Run 1, the clock network:
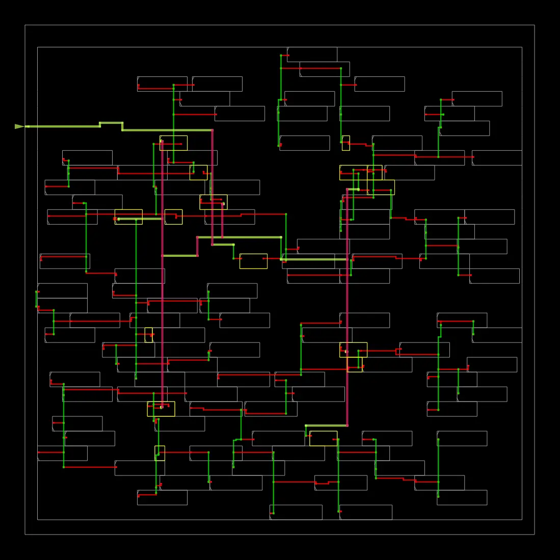
Run 1, power grid:
Bar = 20 um. Pins as bars on the die edge. Tap cells in gray.
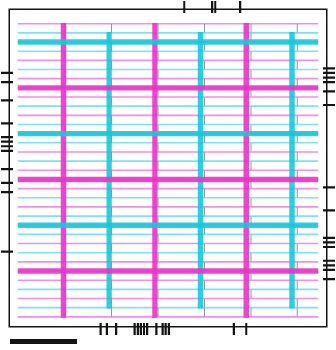
Run 1, metal layers overlaid:
Bar = 20 um. Two of the layers only.
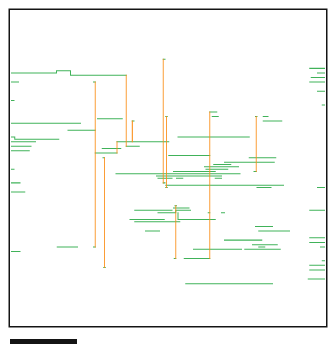
<file path="src/rtl/ssd1306_spi_receiver_if.sv">
// SSD1306 4-wire write-only SPI pins: D0/SCLK, D1/MOSI, DC and RES.
// The driver side owns every wire; the display side only listens.
interface ssd1306_spi_receiver_if;
    logic i_SPI_Clk;
    logic i_SPI_MOSI;
    logic i_DC;
    logic i_RES;

    modport master (
        output i_SPI_Clk,
        output i_SPI_MOSI,
        output i_DC,
        output i_RES
    );

    modport slave (
        input i_SPI_Clk,
        input i_SPI_MOSI,
        input i_DC,
        input i_RES
    );
endinterface

</file>
<file path="src/rtl/ssd1306_spi_receiver.sv">
// Display-side SSD1306 SPI model: deframes bytes and decodes commands.
// Data bytes become framebuffer writes at the current column/page pointer.
module ssd1306_spi_receiver #(
    parameter int SYNC_STAGES = 2
) (
    input  logic                        i_Clk,
    input  logic                        i_Rst_L,
    ssd1306_spi_receiver_if.slave       spi,
    output logic [7:0]                  o_Byte,
    output logic                        o_Byte_DV,
    output logic                        o_Byte_Is_Data,
    output logic                        o_FB_Wr,
    output logic [9:0]                  o_FB_Addr,
    output logic [7:0]                  o_FB_Data,
    output logic                        o_Display_On,
    output logic [7:0]                  o_Contrast,
    output logic                        o_Frame_Done
);

    typedef enum logic [1:0] {IDLE, ARG1, ARG2} state_t;

    logic [SYNC_STAGES-1:0] sclk_sync;
    logic [SYNC_STAGES-1:0] mosi_sync;
    logic [SYNC_STAGES-1:0] dc_sync;
    logic [SYNC_STAGES-1:0] res_sync;
    logic                   sclk_q;
    logic                   sclk_s;
    logic                   mosi_s;
    logic                   dc_s;
    logic                   res_s;
    logic                   rise;

    state_t      state;
    logic [7:0]  opcode;
    logic [7:0]  shift;
    logic [2:0]  bit_cnt;
    logic [6:0]  col_start;
    logic [6:0]  col_end;
    logic [2:0]  page_start;
    logic [2:0]  page_end;
    logic [6:0]  col;
    logic [2:0]  page;
    logic [1:0]  mem_mode;

    logic [1:0]  n_args;
    logic [6:0]  col_nx;
    logic [2:0]  page_nx;
    logic        fd_nx;

    assign sclk_s = sclk_sync[SYNC_STAGES-1];
    assign mosi_s = mosi_sync[SYNC_STAGES-1];
    assign dc_s   = dc_sync[SYNC_STAGES-1];
    assign res_s  = res_sync[SYNC_STAGES-1];
    assign rise   = sclk_s & ~sclk_q;

    always_ff @(posedge i_Clk or negedge i_Rst_L) begin
        if (!i_Rst_L) begin
            sclk_sync <= '0;
            mosi_sync <= '0;
            dc_sync   <= '0;
            res_sync  <= '1;
            sclk_q    <= 1'b0;
        end else begin
            sclk_sync <= {sclk_sync[SYNC_STAGES-2:0], spi.i_SPI_Clk};
            mosi_sync <= {mosi_sync[SYNC_STAGES-2:0], spi.i_SPI_MOSI};
            dc_sync   <= {dc_sync[SYNC_STAGES-2:0], spi.i_DC};
            res_sync  <= {res_sync[SYNC_STAGES-2:0], spi.i_RES};
            sclk_q    <= sclk_s;
        end
    end

    always_comb begin
        n_args = 2'd0;
        case (o_Byte)
            8'h21, 8'h22: n_args = 2'd2;
            8'h20, 8'h81, 8'h8D, 8'hA8, 8'hD3,
            8'hD5, 8'hD9, 8'hDA, 8'hDB: n_args = 2'd1;
            default: n_args = 2'd0;
        endcase
    end

    // Reversed windows simply wrap the counter until it meets the end value.
    always_comb begin
        col_nx  = col + 7'd1;
        page_nx = page;
        fd_nx   = 1'b0;
        if (col == col_end) begin
            col_nx = col_start;
            if (mem_mode == 2'd0) begin
                if (page == page_end) begin
                    page_nx = page_start;
                    fd_nx   = 1'b1;
                end else begin
                    page_nx = page + 3'd1;
                end
            end
        end
    end

    always_ff @(posedge i_Clk or negedge i_Rst_L) begin
        if (!i_Rst_L) begin
            o_Byte         <= 8'h00;
            o_Byte_DV      <= 1'b0;
            o_Byte_Is_Data <= 1'b0;
            o_FB_Wr        <= 1'b0;
            o_FB_Addr      <= 10'h000;
            o_FB_Data      <= 8'h00;
            o_Display_On   <= 1'b0;
            o_Contrast     <= 8'h7F;
            o_Frame_Done   <= 1'b0;
            state          <= IDLE;
            opcode         <= 8'h00;
            shift          <= 8'h00;
            bit_cnt        <= 3'd0;
            col_start      <= 7'd0;
            col_end        <= 7'd127;
            page_start     <= 3'd0;
            page_end       <= 3'd7;
            col            <= 7'd0;
            page           <= 3'd0;
            mem_mode       <= 2'd0;
        end else if (!res_s) begin
            o_Byte         <= 8'h00;
            o_Byte_DV      <= 1'b0;
            o_Byte_Is_Data <= 1'b0;
            o_FB_Wr        <= 1'b0;
            o_FB_Addr      <= 10'h000;
            o_FB_Data      <= 8'h00;
            o_Display_On   <= 1'b0;
            o_Contrast     <= 8'h7F;
            o_Frame_Done   <= 1'b0;
            state          <= IDLE;
            opcode         <= 8'h00;
            shift          <= 8'h00;
            bit_cnt        <= 3'd0;
            col_start      <= 7'd0;
            col_end        <= 7'd127;
            page_start     <= 3'd0;
            page_end       <= 3'd7;
            col            <= 7'd0;
            page           <= 3'd0;
            mem_mode       <= 2'd0;
        end else begin
            o_Byte_DV    <= 1'b0;
            o_FB_Wr      <= 1'b0;
            o_Frame_Done <= 1'b0;

            if (rise) begin
                shift   <= {shift[6:0], mosi_s};
                bit_cnt <= bit_cnt + 3'd1;
                if (bit_cnt == 3'd7) begin
                    o_Byte         <= {shift[6:0], mosi_s};
                    o_Byte_Is_Data <= dc_s;
                    o_Byte_DV      <= 1'b1;
                end
            end

            if (o_Byte_DV) begin
                if (o_Byte_Is_Data) begin
                    state        <= IDLE;
                    o_FB_Wr      <= 1'b1;
                    o_FB_Addr    <= {page, col};
                    o_FB_Data    <= o_Byte;
                    col          <= col_nx;
                    page         <= page_nx;
                    o_Frame_Done <= fd_nx;
                end else begin
                    case (state)
                        IDLE: begin
                            opcode <= o_Byte;
                            if (o_Byte == 8'hAE) o_Display_On <= 1'b0;
                            if (o_Byte == 8'hAF) o_Display_On <= 1'b1;
                            if (n_args != 2'd0) state <= ARG1;
                        end
                        ARG1: begin
                            case (opcode)
                                8'h21: begin
                                    col_start <= o_Byte[6:0];
                                    col       <= o_Byte[6:0];
                                end
                                8'h22: begin
                                    page_start <= o_Byte[2:0];
                                    page       <= o_Byte[2:0];
                                end
                                8'h20: mem_mode   <= o_Byte[1:0];
                                8'h81: o_Contrast <= o_Byte;
                                default: ;
                            endcase
                            if (opcode == 8'h21 || opcode == 8'h22)
                                state <= ARG2;
                            else
                                state <= IDLE;
                        end
                        ARG2: begin
                            case (opcode)
                                8'h21: col_end  <= o_Byte[6:0];
                                8'h22: page_end <= o_Byte[2:0];
                                default: ;
                            endcase
                            state <= IDLE;
                        end
                        default: state <= IDLE;
                    endcase
                end
            end
        end
    end

endmodule

</file>
<file path="src/flat_wrapper.sv">
// flat-port wrapper written by rule: the top's interface ports become plain ports
module ssd1306_spi_receiver_flat 
#(
    parameter int SYNC_STAGES = 2
)
  (i_Clk, i_Rst_L, o_Byte, o_Byte_DV, o_Byte_Is_Data, o_FB_Wr, o_FB_Addr, o_FB_Data, o_Display_On, o_Contrast, o_Frame_Done, spi_i_SPI_Clk, spi_i_SPI_MOSI, spi_i_DC, spi_i_RES);
  ssd1306_spi_receiver_if spi_i ();
  input  logic i_Clk;
  input  logic i_Rst_L;
  output logic [7:0] o_Byte;
  output logic o_Byte_DV;
  output logic o_Byte_Is_Data;
  output logic o_FB_Wr;
  output logic [9:0] o_FB_Addr;
  output logic [7:0] o_FB_Data;
  output logic o_Display_On;
  output logic [7:0] o_Contrast;
  output logic o_Frame_Done;
  input wire logic [$bits(spi_i.i_SPI_Clk)-1:0] spi_i_SPI_Clk;
  input wire logic [$bits(spi_i.i_SPI_MOSI)-1:0] spi_i_SPI_MOSI;
  input wire logic [$bits(spi_i.i_DC)-1:0] spi_i_DC;
  input wire logic [$bits(spi_i.i_RES)-1:0] spi_i_RES;
  assign spi_i.i_SPI_Clk = spi_i_SPI_Clk;
  assign spi_i.i_SPI_MOSI = spi_i_SPI_MOSI;
  assign spi_i.i_DC = spi_i_DC;
  assign spi_i.i_RES = spi_i_RES;
  ssd1306_spi_receiver #(.SYNC_STAGES(SYNC_STAGES)) u_core (.i_Clk(i_Clk), .i_Rst_L(i_Rst_L), .spi(spi_i), .o_Byte(o_Byte), .o_Byte_DV(o_Byte_DV), .o_Byte_Is_Data(o_Byte_Is_Data), .o_FB_Wr(o_FB_Wr), .o_FB_Addr(o_FB_Addr), .o_FB_Data(o_FB_Data), .o_Display_On(o_Display_On), .o_Contrast(o_Contrast), .o_Frame_Done(o_Frame_Done));
endmodule
</file>
<file path="config.mk">
export PLATFORM = sky130hd
export DESIGN_NAME = ssd1306_spi_receiver_flat
export DESIGN_NICKNAME = d
export VERILOG_FILES = /design/src/rtl/ssd1306_spi_receiver_if.sv /design/src/rtl/ssd1306_spi_receiver.sv /design/src/flat_wrapper.sv
export SDC_FILE = /design/constraint.sdc
export NUM_CORES = 1
export LEC_CHECK = 0
export CORE_MARGIN = 2
export CORE_UTILIZATION = 56
export DETAILED_ROUTE_END_ITERATION = 12
export PLACE_DENSITY = 0.88
export SLEW_MARGIN = 40
export SYNTH_ARGS = -nofsm -noshare
export SYNTH_HDL_FRONTEND = slang
export SYNTH_SLANG_ARGS = --single-unit
</file>
<file path="constraint.sdc">
create_clock -name i_Clk -period 2.6 [get_ports i_Clk]
set_input_delay 0.39 -clock i_Clk [delete_from_list [all_inputs] [get_ports i_Clk]]
set_output_delay 0.39 -clock i_Clk [all_outputs]
set_load 0.05 [all_outputs]
</file>
==> notes.org, run 1 <==
#+TITLE: Flow metrics

** Route
- Remaining number of nets flagged by the antenna check after routing :: 0
- Vias per inst :: 6.00
- Highest metal used :: met4
- WL met3 :: 570 um
- Post-DR wirelength/cell :: 17.6 um
- The routed design uses 5100 um of met2 wire.
- The routed layout has 3514 vias.
- Met1 routed wirelength after detailed routing :: 4370 um
- Final wirelength :: 10300 um
- Post-detailed-route DRC marker count :: 0
- In this run, the number of DRC markers left after iteration 0 of detailed routing was 288.

** Placed design
- Logged for this run, the post-placement worst setup slack is 541 ps.
- Count of buffers from port buffering :: 44
- Post-detail-place hpwl :: 7010 um
- Placement Cell Area :: 5110 um^2
- In this run, placement finished with an instance count of 570.
- Placer congestion estimate :: 0.894

** Final layout
- Final non-filler cell total :: 586
- Per the cell usage report, the commonest logic cell in the layout is sky130_fd_sc_hd__dfrtp_1.
- Signal buffers share of area :: 0.112
- The layout has 11 clock buffers.
- The plain and repair buffers instantiated in the layout total 63.
- With fillers left out, the area of the finished cells amounts to 5290 um^2.
- Number of fill cells in the layout :: 601
- The number of antenna diodes in the final layout is 0.
- In the final layout, the share of cells above drive strength 1 is 0.145.
- Core occupancy in the finished layout :: 0.681
- Number of multi-input logic gates :: 298
- Leaving out buffers and inverters, the combinational logic in the layout accounts for 1840 um^2.
- Seq area share :: 0.478
- Highest-count cells in the layout ignoring fill and taps :: sky130_fd_sc_hd__dfrtp_1 (81), sky130_fd_sc_hd__nand2_1 (60), sky130_fd_sc_hd__a21oi_1 (46)
- Per the final report, the share of cell area in clock cells is 0.0320.
- The layout has 7 inverters outside the clock class.
- The register with the most flip-flops in the final layout is u_core.o_FB_Addr.
- Area Growth Syn to Fin :: 17.0%
- Multi-input gate share of total cell area :: 0.349
- Storage element area :: 2530 um^2

** GRT
- Global-route layer with the greatest usage :: met2
- First-pass GRT wire length :: 17400 um
- Met2 global-route usage :: 0.412
- Met3 Resource Use GR :: 0.0522
- Pin count of the biggest net entering global routing :: 51
- In the global route stage, met1 resource usage came out at 0.334.
- Aggregate global routing overflow :: 0
- Overall fraction of global-route tracks in use :: 0.254

** Floorplanning
- After floorplanning, the die was sized to cover 8810 um^2.
- Tap Count :: 102
- Pre-placement core utilization :: 0.582
- In this run the core area contains 32 standard-cell rows.
- Number of top-level pins :: 45

** CTS
- Clock transition time at the flip-flop clock pins of the worst setup and hold paths :: 100 ps
- Counting the buffers created by CTS gives 9.
- CTS Root Cell :: sky130_fd_sc_hd__clkbuf_8
- CTS built an H-tree with a depth of 3.
- After clock tree synthesis, the flow added hold-fix buffers numbering 0.
- TritonCTS built the clock tree.

** Setup path
- Crit. path cell count :: 1
- At the worst endpoint, the required time is 2210 ps.
- Highest-delay cell along the critical path :: sky130_fd_sc_hd__clkdlybuf4s50_1
- Beginning of the worst register-to-register path :: u_core.o_Byte_Is_Data
- STA classifies the critical path endpoint as an output pin.
- Timing endpoint of the critical path :: o_Byte[2]
- Dominant delay contributor by cell family on the critical path :: buffers and inverters
- Max FO, Critical Path :: 12
- STA reports a reg2reg setup slack of 430 ps.
- The worst setup path is launched from a flop.
- Looking at the setup timing report, the critical path kind is reg -> out.
- Critical path launch point :: u_core.o_Byte[2]
- For this run, the slowest stage of the critical path takes 900 ps.
- Cells traversed along the worst timing path :: clkdlybuf4s50_1
- The worst register-to-register path depth is 5.
- The worst register-to-register path ends at u_core.page[1].
- Arr. time, crit path :: 1910 ps
- Along the critical path, the tally of buffer and inverter instances is 1.

** Pwr
- Of the total power, the clock network draws 0.321.
- Static leakage :: 0.00226 uW
- Pwr dens :: 527 nW/um^2
- Power of the sequential group :: 1660 uW
- Of the total power, registers draw 0.595.
- Overall power :: 2790 uW
- The dominant power group in this design is registers.
- Gate power share :: 0.084
- The internal portion of the total power is 2050 uW.
- The power report lists the combinational group at 233 uW.
- The analysis attributes to net switching a power of 734 uW.
- Switching portion of total power :: 0.264
- Reported clock group power :: 895 uW

** STA
- Setup repair after global routing left no endpoint under its margin.
- # setup viols final :: 0
- Worst hold-check slack :: 17.5 ps
- Relative max-transition margin :: 0.560
- Per the timing report, the achievable frequency comes out to 434 MHz.
- Sum of negative setup slack :: 0 ps
- The final timing report derives a shortest allowable period of 2300 ps.
- Final Max Tran Viols :: 0
- Of the available clock period, the critical path in the final layout requires 0.886.
- Crit path setup slack, layout :: 296 ps
- Final worst clock skew :: 11.6 ps
- Least-Margin Pin Slew :: 653 ps

** Synth
- Share of the yosys chip area belonging to registers :: 0.559
- Multiplexer share of the synthesized area :: 0.0399
- Count leader, synth :: sky130_fd_sc_hd__dfrtp_1
- Chip Area, Yosys :: 4520 um^2
- Counting every net in the synthesized netlist gives 447.
- Flops after synth :: 100
- Summing every instance area after synthesis gives 4520 um^2.
- Library cells used by synthesis :: 54
- Counting every instance in the synthesized netlist gives 437.
- Share of async-settable or async-resettable flops after synthesis :: 1.00
- By count the netlist is led by sky130_fd_sc_hd__dfrtp_1 (81), sky130_fd_sc_hd__nand2_1 (60), sky130_fd_sc_hd__a21oi_1 (46), sky130_fd_sc_hd__nor2_1 (33), sky130_fd_sc_hd__clkbuf_1 (22).
- Flip-flops with a built-in enable :: 0
- The cell-mix breakdown from Yosys lists the adder-cell area share as 0.0111.
- Among the non-sequential cells, AND-OR/OR-AND gates take the most area.
- Summed over all instances, the cell type with the most area after synthesis is sky130_fd_sc_hd__dfrtp_1.
- Share of the synthesized area in the top cell type :: 0.449
- The warning tally printed by Yosys for this design is 0.

** Run
- Number of max-cap violations :: 0
- Summing over the stages, the warning tally comes to 26.

** Status
- The run finished with clean final reports.
Back to the opening pictures, 'the clock network':
Sinks on Clock Net: 100
insertion delay to the later sink of the worst-skew pair: 370 ps
flip-flop and latch count: 100

Back to the opening pictures, 'power grid':
legend:
  VDD:
    color: cyan
  VSS:
    color: magenta
tap cells: 102
rows: 32
met4 straps: 6
die outline height: 93.8 um
Worst IR Drop VDD: 465 uV
horizontal die dimension: 93.8 um
core area: 7770 um^2

Back to the opening pictures, 'metal layers overlaid':
legend:
  met4:
    color: orange
    wire_length: 246 um
  met3:
    color: green
    wire_length: 570 um

Run 1, placement by cell class:
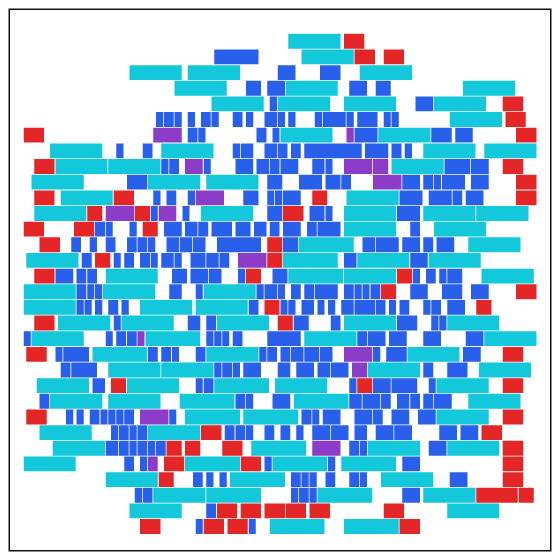

==> run 2: changes to the inputs <==
DONT_BUFFER_PORTS = 1   (was default)
PLACE_DENSITY = 0.8   (was 0.88)
Run 2, placement by cell class:
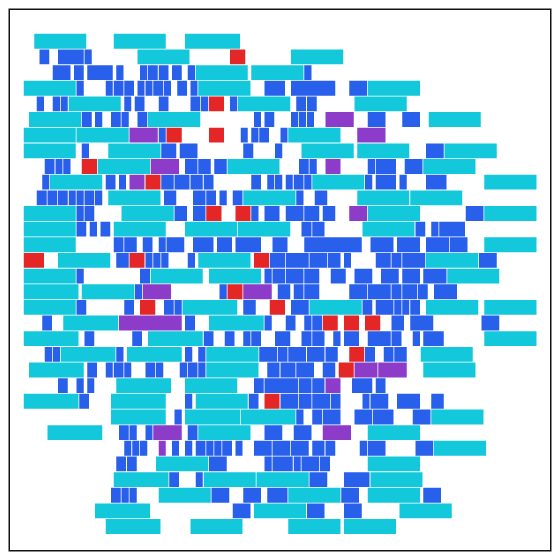
legend:
  flip-flops:
    color: cyan
    cells: 100
  all other logic:
    color: blue
    cells: 305
  clock drivers and dummy loads:
    color: purple
    cells: 16
  other buffers and delay cells:
    color: red
    cells: 20
Seq area share: 0.519
placement row count: 32
area of all placed cells without fillers: 4870 um^2
core occupancy in the finished layout: 0.627

==> run 2 against run 1 <==
Net effect:
- the run now ends with hold timing left
- sequential cell count unchanged
- cell area decreased by 7.9%
- routed wire length decreased by 2.9%
- die area unchanged
- first-iteration DRC count decreased by 22%
- maximum frequency increased by 7.3%
- largest cell class unchanged
- total power increased by 2.5%
- synthesized cell count unchanged
- cell count decreased by 7.3%
- clock power increased by about 10%
- clock-buffer cell count decreased by 2
- sequential share of layout area increased by 4.1 points
- largest power group unchanged
==> notes.org, run 2 <==
#+TITLE: Flow metrics

** CTS
- Clock tree synthesis inserted a total of 9 buffers.
- Clock tree synthesis found a total of 100 sinks.

** STA
- After routing, the total negative slack on setup checks comes to 0 ps.
- Setup repair after global routing left no endpoint under its margin.
- Looking at the max-slew report, the worst-margin pin has a slew of 663 ps.
- In the final report, the number of pins over their slew limit comes to 0.
- Portion of the clock cycle consumed by the worst path in the final layout :: 0.826
- After layout, the minimum clock period comes to 2150 ps.
- Once routing completed, OpenROAD measured the worst setup slack at 453 ps.
- Worst hold-check slack :: -297 ps
- Final tally of hold violations :: 100
- The final timing report lists clock skew as 10.8 ps.

** Pwr
- The share of total power dissipated in sequential elements is 0.595.
- Overall power consumption after layout is estimated at 2850 uW.
- Power consumed by combinational cells :: 138 uW
- Internal power comes to 2130 uW.
- The power report attributes to the combinational group a share of 0.048.
- Of the total power, the clock network draws 0.357.
- Ranked by power, first place goes to registers.
- The switching portion of total power comes to 0.255.
- Power of the sequential group :: 1700 uW

** Final layout
- The filler cells instantiated in the layout total 625.
- Counting plain and timing-repair buffers in the layout gives 20.
- In the layout the commonest cells are sky130_fd_sc_hd__dfrtp_1 (80), sky130_fd_sc_hd__nand2_1 (60), sky130_fd_sc_hd__a21oi_1 (46).
- Leaving out fill and tap cells, the most frequent cell in the layout is sky130_fd_sc_hd__dfrtp_1.
- Number of multi-input logic gates :: 298
- In the final layout, flip-flops and latches occupy 2530 um^2.
- Flip-flop and latch count :: 100
- The fraction of final cell area spent on clock buffers and inverters in this run is 0.0411.
- Measured on the final layout, buffering overhead outside the clock network stands at 0.0313.

** Synth
- Top cells by instance count after synthesis :: sky130_fd_sc_hd__dfrtp_1 (81), sky130_fd_sc_hd__nand2_1 (60), sky130_fd_sc_hd__a21oi_1 (46), sky130_fd_sc_hd__nor2_1 (33), sky130_fd_sc_hd__clkbuf_1 (22)
- The cell area that synthesis handed to floorplanning was 4520 um^2.
- The synthesis stats list as the most numerous cell sky130_fd_sc_hd__dfrtp_1.
- Of the combinational cells, the family taking the most area is AND-OR/OR-AND gates.
- Library cells used by synthesis :: 54
- Synthesized net count :: 447
- The area fraction of the largest cell type after synthesis is 0.449.
- Per the synthesis report, the adder-cell share of the synthesized area is 0.0111.
- In the synthesis report, Yosys lists the chip area as 4520 um^2.
- Share of async-settable or async-resettable flops after synthesis :: 1.00

** Setup path
- Reg2reg setup slack :: 450 ps
- Walking the worst path, the cells encountered are or4_1 -> o21ai_2 -> nor2_1 -> a21oi_1.
- Beginning of the worst register-to-register path :: u_core.o_Byte_Is_Data
- Delay of the slowest cell on the worst path :: 660 ps
- The worst setup path is of the reg -> reg kind.
- The report shows a maximum critical-path fanout of 26.
- Required time of the worst setup path :: 2890 ps
- The number of cells on the worst reg-to-reg path is 4.
- Kind of end point of the critical path :: flop
- In this run the worst setup path terminates at u_core.col_end[0].
- Crit. path cell count :: 4
- On the critical path the largest part of the delay comes from simple AND/OR/NAND/NOR gates.
- Highest-delay cell along the critical path :: sky130_fd_sc_hd__or4_1
- Along the critical path, the tally of buffer and inverter instances is 0.

** GRT
- Met3 Resource Use GR :: 0.0634
- Global routing usage on met1 :: 0.347
- Entering global routing, the biggest net connects 101 pins.
- First-pass GRT wire length :: 16500 um
- On met2, the global router reports a usage of 0.357.

** Floorplanning
- Core area :: 7770 um^2
- Tap insertion was completed with 102 tapcells.

** Placed design
- Placer congestion estimate :: 0.845
- Setup slack at placement :: 476 ps
- The count of buffers added on input and output ports is 0.
- Placement Cell Area :: 4660 um^2
- Per the placement report, the placed cell count is 526.

** Route
- Nets still carrying antenna violations after routing amount to 0.
- Post-detailed-route DRC marker count :: 0
- Final wirelength :: 9990 um
- In the per-layer summary, the met1 wirelength comes to 4440 um.
- The routed design shows a wire length per standard cell of 18.4 um.

** Status
- Run status :: finished with violations
- Violations in the final reports :: hold timing

** Run
- Number of max-cap violations :: 0
Run 2, power grid:
Bar = 20 um. Pins as bars on the die edge. Tap cells in gray.
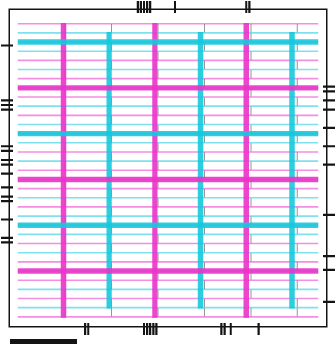
Worst IR Drop VDD: 456 uV

Run 2, metal layers overlaid:
Bar = 20 um. Two of the layers only.
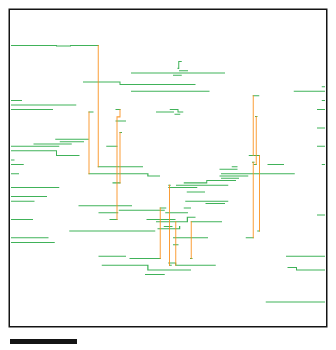

==> run 3: changes to the inputs <==
clock period = 2.07 ns   (was 2.6 ns; I/O delays follow)
Run 3, metal layers overlaid:
Bar = 20 um. Two of the layers only.
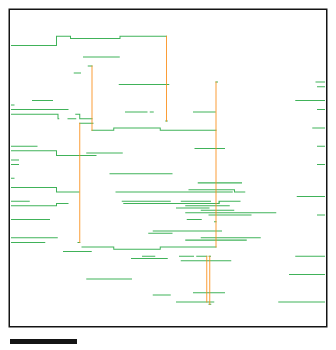
legend:
  met4:
    color: orange
    wire_length: 156 um
  met3:
    color: green
    wire_length: 789 um
final wirelength: 10400 um
post-DR wirelength/cell: 18.4 um

==> run 3 against run 2 <==
Net effect:
- the flow still finishes with violations (hold timing)
- first-iteration DRC count is 4.9% lower
- critical path depth up 3
- sequential power grew 25%
- non-clock buffer count rose by 21
==> notes.org, run 3 <==
#+TITLE: Flow metrics

** Setup path
- In this run the number of cells on the critical path is 7.
- The launch point of the critical path was reported as u_core.col[4].
- Reg-to-reg critical path endpoint :: u_core.page[2]
- Reg2reg setup slack :: 40 ps
- The critical path ends at u_core.page[2].
- Max FO, Critical Path :: 5
- Arr. time, crit path :: 2290 ps
- Kind of end point of the critical path :: flop
- Buf+Inv Stages, Crit Path :: 2
- Number of cells on the worst reg-to-reg path :: 7
- By startpoint and endpoint, the worst setup path is classified as reg -> reg.
- The OpenROAD report gives the critical path a required time of 2340 ps.
- Beginning of the worst register-to-register path :: u_core.col[4]
- Cells traversed along the worst timing path :: xor2_1 -> nor4_1 -> nand4_1 -> buf_4 -> buf_4 -> o2111a_1 -> a31o_2
- The timing report attributes the biggest portion of critical-path delay to simple AND/OR/NAND/NOR gates.
- Element type at the critical path start :: flop
- Among all stages on the critical path, the maximum delay recorded is 460 ps.
- The slowest stage of the critical path is the sky130_fd_sc_hd__dfrtp_1 cell.

** Placed design
- During placement, the flow inserted port buffers numbering 0.
- In the placement report, post-DP HPWL is listed as 6770 um.
- Placer congestion estimate :: 0.871
- Prior to clock tree synthesis, the placed netlist has a worst setup slack of 43.4 ps.
- Placement Cell Area :: 4790 um^2
- Placed Cells :: 543

** Pwr
- Power attributed to the clock group is 1380 uW.
- Power consumed by combinational cells :: 214 uW
- Switching power as a fraction of the total was reported as 0.243.
- The analysis attributes to cell leakage a power of 0.00224 uW.
- The completed layout was analyzed and its total power is 3720 uW.
- Net switching component of the power :: 903 uW
- Of the total power, registers draw 0.570.
- Pwr dens :: 734 nW/um^2
- Clock share of power :: 0.372
- Top power consumer group :: registers
- Internal :: 2820 uW
- Power attributed to sequential cells is 2120 uW.
- Per the power-grid run, VDD falls by no more than 433 uV.
- Gate power share :: 0.057

** Final layout
- Clock buffer and inverter area fraction after layout :: 0.0440
- The number of antenna diodes in the final layout is 0.
- Counting the inverters off the clock network in the layout gives 7.
- Area Growth Syn to Fin :: 12.1%
- Highest-count cells in the layout ignoring fill and taps :: sky130_fd_sc_hd__dfrtp_1 (80), sky130_fd_sc_hd__nand2_1 (60), sky130_fd_sc_hd__a21oi_1 (46)
- Flip-flop and latch count :: 100
- Area of all placed cells without fillers :: 5070 um^2
- Count of nets after finishing :: 467
- In the final layout, excluding clock buffers the buffer count is 41.
- Final non-filler cell total :: 564
- Counting only logic cells after layout, the most numerous master is sky130_fd_sc_hd__dfrtp_1.
- Largest Register :: u_core.o_FB_Addr
- Across the whole layout, storage elements account for 2530 um^2.
- Combined area of the multi-input logic cells :: 1850 um^2
- The final report gives the core utilization as 0.652.
- Seq area share :: 0.499
- Share of layout cells above drive strength 1 :: 0.197
- The fraction of cell area in multi-input combinational cells is reported as 0.364.
- Number of fill cells in the layout :: 591
- After layout, the clock buffer instance count stands at 9.
- Measured on the final layout, buffering overhead outside the clock network stands at 0.0627.
- Multi-input combinational cells in the finished layout were counted as 298.

** Synth
- In this run, the synthesized area fraction spent on AND-OR/OR-AND gates is recorded as 0.161.
- Warnings reported by Yosys during synthesis add up to 0.
- Gate Count Post-Synth :: 437
- Chip Area, Yosys :: 4520 um^2
- Multiplexer share of the synthesized area :: 0.0399
- The share of the Yosys chip area taken by registers is 0.559.
- The post-synth count of flops with an enable pin is 0.
- Top cells by instance count after synthesis :: sky130_fd_sc_hd__dfrtp_1 (81), sky130_fd_sc_hd__nand2_1 (60), sky130_fd_sc_hd__a21oi_1 (46), sky130_fd_sc_hd__nor2_1 (33), sky130_fd_sc_hd__clkbuf_1 (22)
- Share of async-settable or async-resettable flops after synthesis :: 1.00
- The netlist uses 54 different library cells.
- Synthesis produced a netlist with a net count of 447.
- By instance count, the leading cell after synthesis is sky130_fd_sc_hd__dfrtp_1.
- Grouping non-sequential cells by family puts the most area in AND-OR/OR-AND gates.
- Post-synthesis instance area :: 4520 um^2
- The cell type that accounts for the most area after synthesis is sky130_fd_sc_hd__dfrtp_1.
- Share of the synthesized area in the top cell type :: 0.449
- Per the synthesis report, the adder-cell share of the synthesized area is 0.0111.
- Counting flops and latches in the post-synthesis netlist gives 100.

** GRT
- The first global-routing pass estimated 17300 um of wire.
- Pin count of the biggest net entering global routing :: 101
- Summed over all routing layers, the global router reports a total usage of 0.254.
- met1 track demand over resource after global routing is 0.361.
- Aggregate global routing overflow :: 0
- The global routing report lists met2 layer usage as 0.386.
- Met3 Resource Use GR :: 0.0626
- Number of global-route vias before repair :: 3450
- The global routing stage identified its most utilized layer as met2.

** CTS
- The number of setup buffers added after CTS is 0.
- The cell sitting at the root of the clock tree is a sky130_fd_sc_hd__clkbuf_8.
- Sinks on Clock Net :: 100
- In this run the number of H-tree levels came out at 3.
- After clock tree synthesis, the flow added hold-fix buffers numbering 4.
- Insertion delay to the later sink of the worst-skew pair :: 370 ps
- Clock transition time at the flip-flop clock pins of the worst setup and hold paths :: 100 ps
- CTS reports a maximum clock tree buffer depth of 2.
- CTS added clock buffers totalling 9.
- TritonCTS clock tree :: yes

** STA
- In this run the tightest slew margin relative to its limit is 0.611.
- The final timing report lists a hold violation count of 100.
- Across all hold checks on the routed design, the worst slack comes to -380 ps.
- From the final report, the count of setup violators was given as 0.
- Final Max Tran Viols :: 0
- Fin crit period :: 2030 ps
- Portion of the clock cycle consumed by the worst path in the final layout :: 0.979
- Sum of negative setup slack :: 0 ps
- Crit path setup slack, layout :: 42.8 ps
- The final timing report lists clock skew as 13.4 ps.
- The flow reports an fmax of 493 MHz.
- Least-Margin Pin Slew :: 584 ps

** Floorplanning
- Number of top-level pins :: 45
- The die covers 8810 um^2.
- Horizontal die dimension :: 93.8 um
- Tap Count :: 102
- The initial utilization of the core area, before any placement, comes to 0.582.
- Core area :: 7770 um^2
- Die outline height :: 93.8 um
- Placement row count :: 32

** Route
- After the first detailed-routing iteration, the DRC count stood at 215.
- Via count of the routed design :: 3337
- The routed wirelength on the met1 layer is recorded as 4580 um.
- For this run, the detailed router reports a per-instance via density of 5.92.
- Per the detail_route log, met2 wirelength is 4830 um.
- The highest metal layer carrying signal wires in the routed design is met4.
- WL met3 :: 788 um
- In this run the remaining antenna-violating nets after routing total 0.
- Post-detailed-route DRC marker count :: 0

** Status
- Run status :: finished with violations
- Violations in the final reports :: hold timing

** Run
- In this run the tools logged warnings totalling 30.
- Number of max-cap violations :: 0
Run 3, placement by cell class:
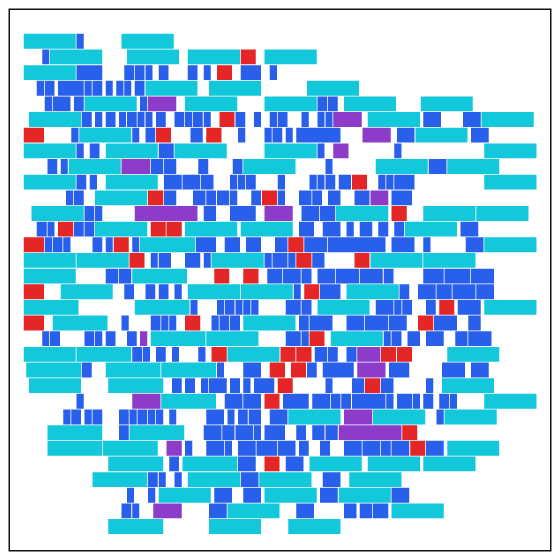
legend:
  other buffers and delay cells:
    color: red
    cells: 41
  all other logic:
    color: blue
    cells: 305
  clock drivers and dummy loads:
    color: purple
    cells: 16
  flip-flops:
    color: cyan
    cells: 100


==> screenshots <==
Clock distribution.
Bar = 20 um.
image #1
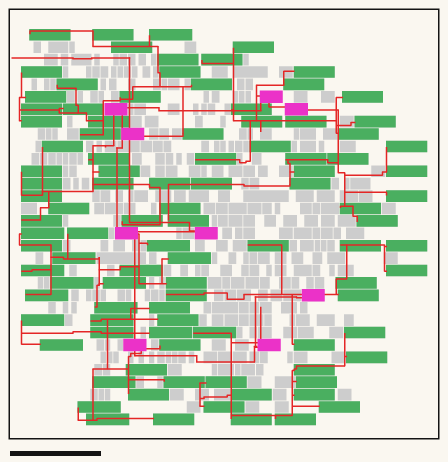
image #2
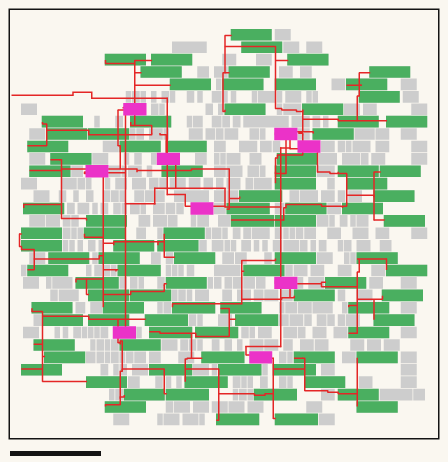
Image #1 comes from run 2.
Image #2 comes from run 1.

Power figures rest on the tool's default switching activity, not on a simulated workload.
